$ cat src/rtl/latch_pkg.sv
// ============================================================================
// latch_pkg : shared types and widths for the staged latch-bank sequencer.
// Revision  : 1.0
// ============================================================================
`default_nettype none

package latch_pkg;

  typedef enum logic [1:0] {
    IDLE  = 2'd0,
    LOAD  = 2'd1,
    HOLD  = 2'd2,
    CLEAR = 2'd3
  } latch_state_t;

  localparam int FRAME_CNT_W = 16;

endpackage

`default_nettype wire

$ cat src/rtl/stage_onehot_dec.sv
// ============================================================================
// stage_onehot_dec : beat index to one-hot stage enable, all-zero when idle.
// Revision         : 1.0
// ============================================================================
`default_nettype none

module stage_onehot_dec #(
  parameter int STAGE = 8,
  parameter int IDX_W = $clog2(STAGE)
) (
  input  logic [IDX_W-1:0] idx_i,
  input  logic             en_i,
  output logic [STAGE-1:0] onehot_o
);

  for (genvar i = 0; i < STAGE; i++) begin : g_bit
    assign onehot_o[i] = en_i && (idx_i == IDX_W'(i));
  end

endmodule

`default_nettype wire

$ cat src/rtl/latch_seq_ctrl.sv
// ============================================================================
// latch_seq_ctrl : loads STAGE samples into a latch bank, holds frame-valid
//                  until acknowledged, then pulses a downstream counter clear.
// Revision       : 1.0
// ============================================================================
`default_nettype none

module latch_seq_ctrl
  import latch_pkg::*;
#(
  parameter int STAGE  = 8,
  parameter int DWIDTH = 8
) (
  input  logic                   clk,
  input  logic                   rst,
  input  logic                   start_i,
  input  logic                   abort_i,
  input  logic                   in_valid_i,
  input  logic [DWIDTH-1:0]      in_data_i,
  output logic                   in_ready_o,
  output logic [STAGE-1:0]       load_en_o,
  output logic [DWIDTH-1:0]      load_data_o,
  output logic                   frame_valid_o,
  input  logic                   frame_ack_i,
  output logic                   cnt_clr_o,
  output logic                   busy_o,
  output logic                   start_err_o,
  output logic [FRAME_CNT_W-1:0] frame_cnt_o
);

  localparam int                IDX_W    = $clog2(STAGE);
  localparam logic [IDX_W-1:0]  LAST_IDX = IDX_W'(STAGE - 1);

  latch_state_t            state_q, state_d;
  logic [IDX_W-1:0]        idx_q, idx_d;
  logic [FRAME_CNT_W-1:0]  frame_cnt_q, frame_cnt_d;
  logic                    start_err_q, start_err_d;
  logic                    beat;

  // Abort gates the handshake so a beat can never land in an abort cycle.
  assign in_ready_o    = (state_q == LOAD) && !abort_i;
  assign beat          = in_ready_o && in_valid_i;
  assign frame_valid_o = (state_q == HOLD);
  assign cnt_clr_o     = (state_q == CLEAR);
  assign busy_o        = (state_q != IDLE);
  assign load_data_o   = in_data_i;
  assign start_err_o   = start_err_q;
  assign frame_cnt_o   = frame_cnt_q;

  stage_onehot_dec #(
    .STAGE (STAGE),
    .IDX_W (IDX_W)
  ) u_dec (
    .idx_i    (idx_q),
    .en_i     (beat),
    .onehot_o (load_en_o)
  );

  always_comb begin
    state_d     = state_q;
    idx_d       = idx_q;
    frame_cnt_d = frame_cnt_q;
    start_err_d = start_i && (state_q != IDLE);

    if (abort_i) begin
      state_d = IDLE;
      idx_d   = '0;
    end else begin
      unique case (state_q)
        IDLE: begin
          if (start_i) begin
            state_d = LOAD;
            idx_d   = '0;
          end
        end
        LOAD: begin
          if (beat) begin
            if (idx_q == LAST_IDX) begin
              state_d = HOLD;
              idx_d   = '0;
            end else begin
              idx_d = idx_q + 1'b1;
            end
          end
        end
        HOLD: begin
          if (frame_ack_i) begin
            state_d     = CLEAR;
            frame_cnt_d = frame_cnt_q + 1'b1;
          end
        end
        CLEAR: state_d = IDLE;
        default: state_d = IDLE;
      endcase
    end
  end

  always_ff @(posedge clk or posedge rst) begin
    if (rst) begin
      state_q     <= IDLE;
      idx_q       <= '0;
      frame_cnt_q <= '0;
      start_err_q <= 1'b0;
    end else begin
      state_q     <= state_d;
      idx_q       <= idx_d;
      frame_cnt_q <= frame_cnt_d;
      start_err_q <= start_err_d;
    end
  end

endmodule

`default_nettype wire

$ cat config.mk
export PLATFORM = sky130hd
export DESIGN_NAME = latch_seq_ctrl
export DESIGN_NICKNAME = d
export VERILOG_FILES = /design/src/rtl/latch_pkg.sv /design/src/rtl/stage_onehot_dec.sv /design/src/rtl/latch_seq_ctrl.sv
export SDC_FILE = /design/constraint.sdc
export NUM_CORES = 1
export LEC_CHECK = 0
export ABC_AREA = 1
export CAP_MARGIN = 10
export CORE_AREA = 2 2 51 53
export CTS_CLUSTER_SIZE = 25
export DETAILED_ROUTE_END_ITERATION = 7
export DIE_AREA = 0 0 53 55
export DONT_BUFFER_PORTS = 1
export GPL_ROUTABILITY_DRIVEN = 0
export HOLD_SLACK_MARGIN = 0.12
export PLACE_DENSITY = 0.82
export SLEW_MARGIN = 25
export SYNTH_ARGS = -nofsm -noshare
export SYNTH_HDL_FRONTEND = slang
export SYNTH_SLANG_ARGS = --single-unit
$ cat constraint.sdc
create_clock -name clk -period 1.9 [get_ports clk]
set_clock_uncertainty 0.15 [all_clocks]
set_input_delay 0.38 -clock clk [delete_from_list [all_inputs] [get_ports clk]]
set_output_delay 0.38 -clock clk [all_outputs]
set_load 0.02 [all_outputs]
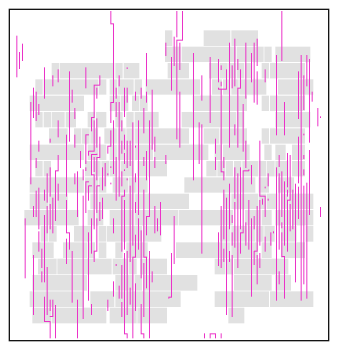
(metal 2)
(6 px per um)
wire length on this layer = 1,470 um
nets with wire on the layer = 171
share of all routed wire = 53%
main direction = vertical
longest straight run = 40.8 um

==> metrics.yaml <==
status:
  status: "finished with violations"
  violations: "setup timing"
yosys:
  floorplan.nets: 194
  ys_chip_area_um2: 1430
  async_flop_share: 1.00
  ys_dominant_reg_cell: "dfrtp_1"
  synthesis.area_um2: 1430
  ys_ff: 22
  ys_cells: 169
  synthDistinctLibCells: 24
  synth_cells: 169
  edf_count: 0
drt:
  avgViaCountPerCell: 5.37
  ant_nets: 0
  post-route-drc-count: 0
  num_vias: 1111
  drt_pass1_iterations: 4
  drt-initial-drc-count: 16
  post_drt_wl_per_cell_um: 13.4
  routed_wl_um: 2770
critical_path:
  r2r_slack_ns: 0.20
  slowest_delay_ns: 0.41
  required_ns: 1.37
  reg2reg_from: "state_q[0]"
  worst_r2r_endpoint: "frame_cnt_o[12]"
  critPathCaptureType: "output port"
  critPathMaxFanout: 8
  crit_path_top_delay_cell: "dfrtp_1"
  critical_path.top_delay_family: "simple AND/OR/NAND/NOR gates"
  rr_worst_depth: 8
  criticalPathCategory: "reg2out"
  worst-path-buf-inv: 2
  crit_chain: "inv_2 > ha_4 > inv_4 > nor2_4 > nand2_8 > nor3_4"
  crit_arrival_ns: 1.49
timing:
  slew_headroom: 0.764
  final-setup-viol-count: 9
  setup_slack_ns: -0.119
  finalMaxSlewViolations: 0
  hold_violations: 0
  min_period_over_period: 1.06
  max_slew.worst_pin.slew_ns: 0.354
  timing.hold.ws_ns: 0.136
  setup_tns_ns: -0.870
  max_freq_ghz: 0.495
  fin_crit_ns: 2.02
job:
  warnings: 35
  maxCapViolations: 0
placement:
  portBuffers: 0
  dpl.hpwl_um: 2090
  placed_area_um2: 1520
  dp_slack_ns: 0.149
floorplan:
  chipArea_um2: 2920
  die_h_um: 55
  die_w_um: 53
  fp_util: 0.603
  core_um2: 2360
  io_pins: 51
power:
  p_switching_w: 0.000640
  p_int_w: 0.000901
  irDropWorstVdd_mv: 0.856
  powerClk_w: 0.000253
  leakagePower_nw: 0.836
  p_total_w: 0.00154
  comb_power_share: 0.417
  p_clk_frac: 0.164
  power_leader: "sequential cells"
  cellPowerDensity_nw_per_um2: 927
  seqPwrFrac: 0.419
  comb_power_w: 0.000643
  p_sw_frac: 0.415
clock_network:
  clock_path_buffers: 2
  cts_htree_levels: 1
  cts_tree: "yes"
  cts-root-buf: "clkbuf_4"
  numCtsBuffers: 3
  clock_latency_ns: 0.31
  clk_pin_slew_ns: 0.11
  clkSinkCount: 22
final_layout:
  regArea_um2: 551
  mostFrequentLayoutCells: "nand2_1, inv_1, dfrtp_1"
  nets: 203
  comb_share: 0.502
  antenna_cells: 0
  final.clkbuf_count: 4
  drive_gt1_frac: 0.237
  layout.area.comb_um2: 835
  buffers_excl_clock: 12
  layout.area.top_class: "combinational gates"
  stdcell_area_um2: 1660
  clock_area_frac: 0.0218
min_path:
  hold_start: "abort_i"
  holdPathEnd: "idx_q[1]"
  hold_path_class: "in2reg"
global_route:
  grt_antenna_before_repair: 0
  grt_max_degree: 23
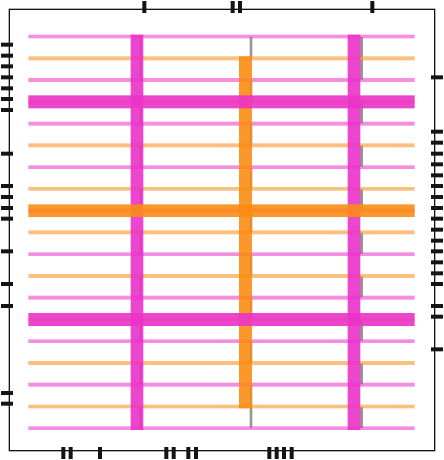
(PDN straps and rails)
(8 px per um) Pins as bars on the die edge. Tap cells in gray.
magenta -> VSS
orange -> VDD
tap cells = 30
met1 rails = 19

==> routing by layer <==
layer  share of wire  GRT usage  vias up
li1                -          -      537
met2            0.53      0.419       55
met1            0.37      0.218      514
met4           0.017      0.103        0
met3           0.083     0.0349        5
met5               0          0        -
==> worst max-delay path by stage <==
| stage | start | end | slack, ns | depth (start not counted) |
|---|---|---|---|---|
| floorplan | state_q[1] | load_en_o[0] | 0.09 | 6 |
| global placement | state_q[1] | load_en_o[4] | 0.21 | 6 |
| detailed placement | state_q[1] | load_en_o[0] | 0.15 | 6 |
| CTS | state_q[1] | load_en_o[0] | -0.20 | 6 |
| global route | state_q[1] | load_en_o[0] | -0.18 | 6 |
| finish | state_q[1] | load_en_o[0] | -0.12 | 6 |
==> cells in the mapped netlist, types with 4 or more instances <==
master   instances  area, um^2
o21ai_0          6        30.0
nor3_1           7        35.0
nor2_1          13        48.8
buf_4            8        60.1
xnor2_1          6        52.6
nand2_1         37         139
xor2_1           4        35.0
dfrtp_1         22         551
inv_1           26        97.6
ha_1            11         138
nand3_1         11        55.1
==> registers in the layout, summed over array words and instances, names as in the netlist <==
name and cells:
start_err_o 1, idx_q 3, frame_cnt_o 16, state_q 2
==> what timing repair did <==
action                                 CTS  global route
hold buffers                             2             0
cloned                                   0             0
endpoints found under the hold margin   23             0
pin swaps                                4             4
setup endpoints to repair                8            15
buffers inserted                         4             2
resized                                  7             4
==> stage by stage <==
stage                     utilization  cells
after floorplan                     -    169
after global placement          0.643    195
after detailed placement        0.643    195
after CTS                       0.690    205
after global routing            0.703    207
final                           0.703    207
==> kinds of logic after synthesis <==
family	share of synthesized area
muxes	0.00790
xor gates and xnor gates	0.0615
AOI/OAI and AO/OA	0.0246
adders and majority gates	0.0966
DFF	0.386
buffers and inverters	0.113
and+or+nand+nor	0.310
Power and IR drop assume default switching activity.
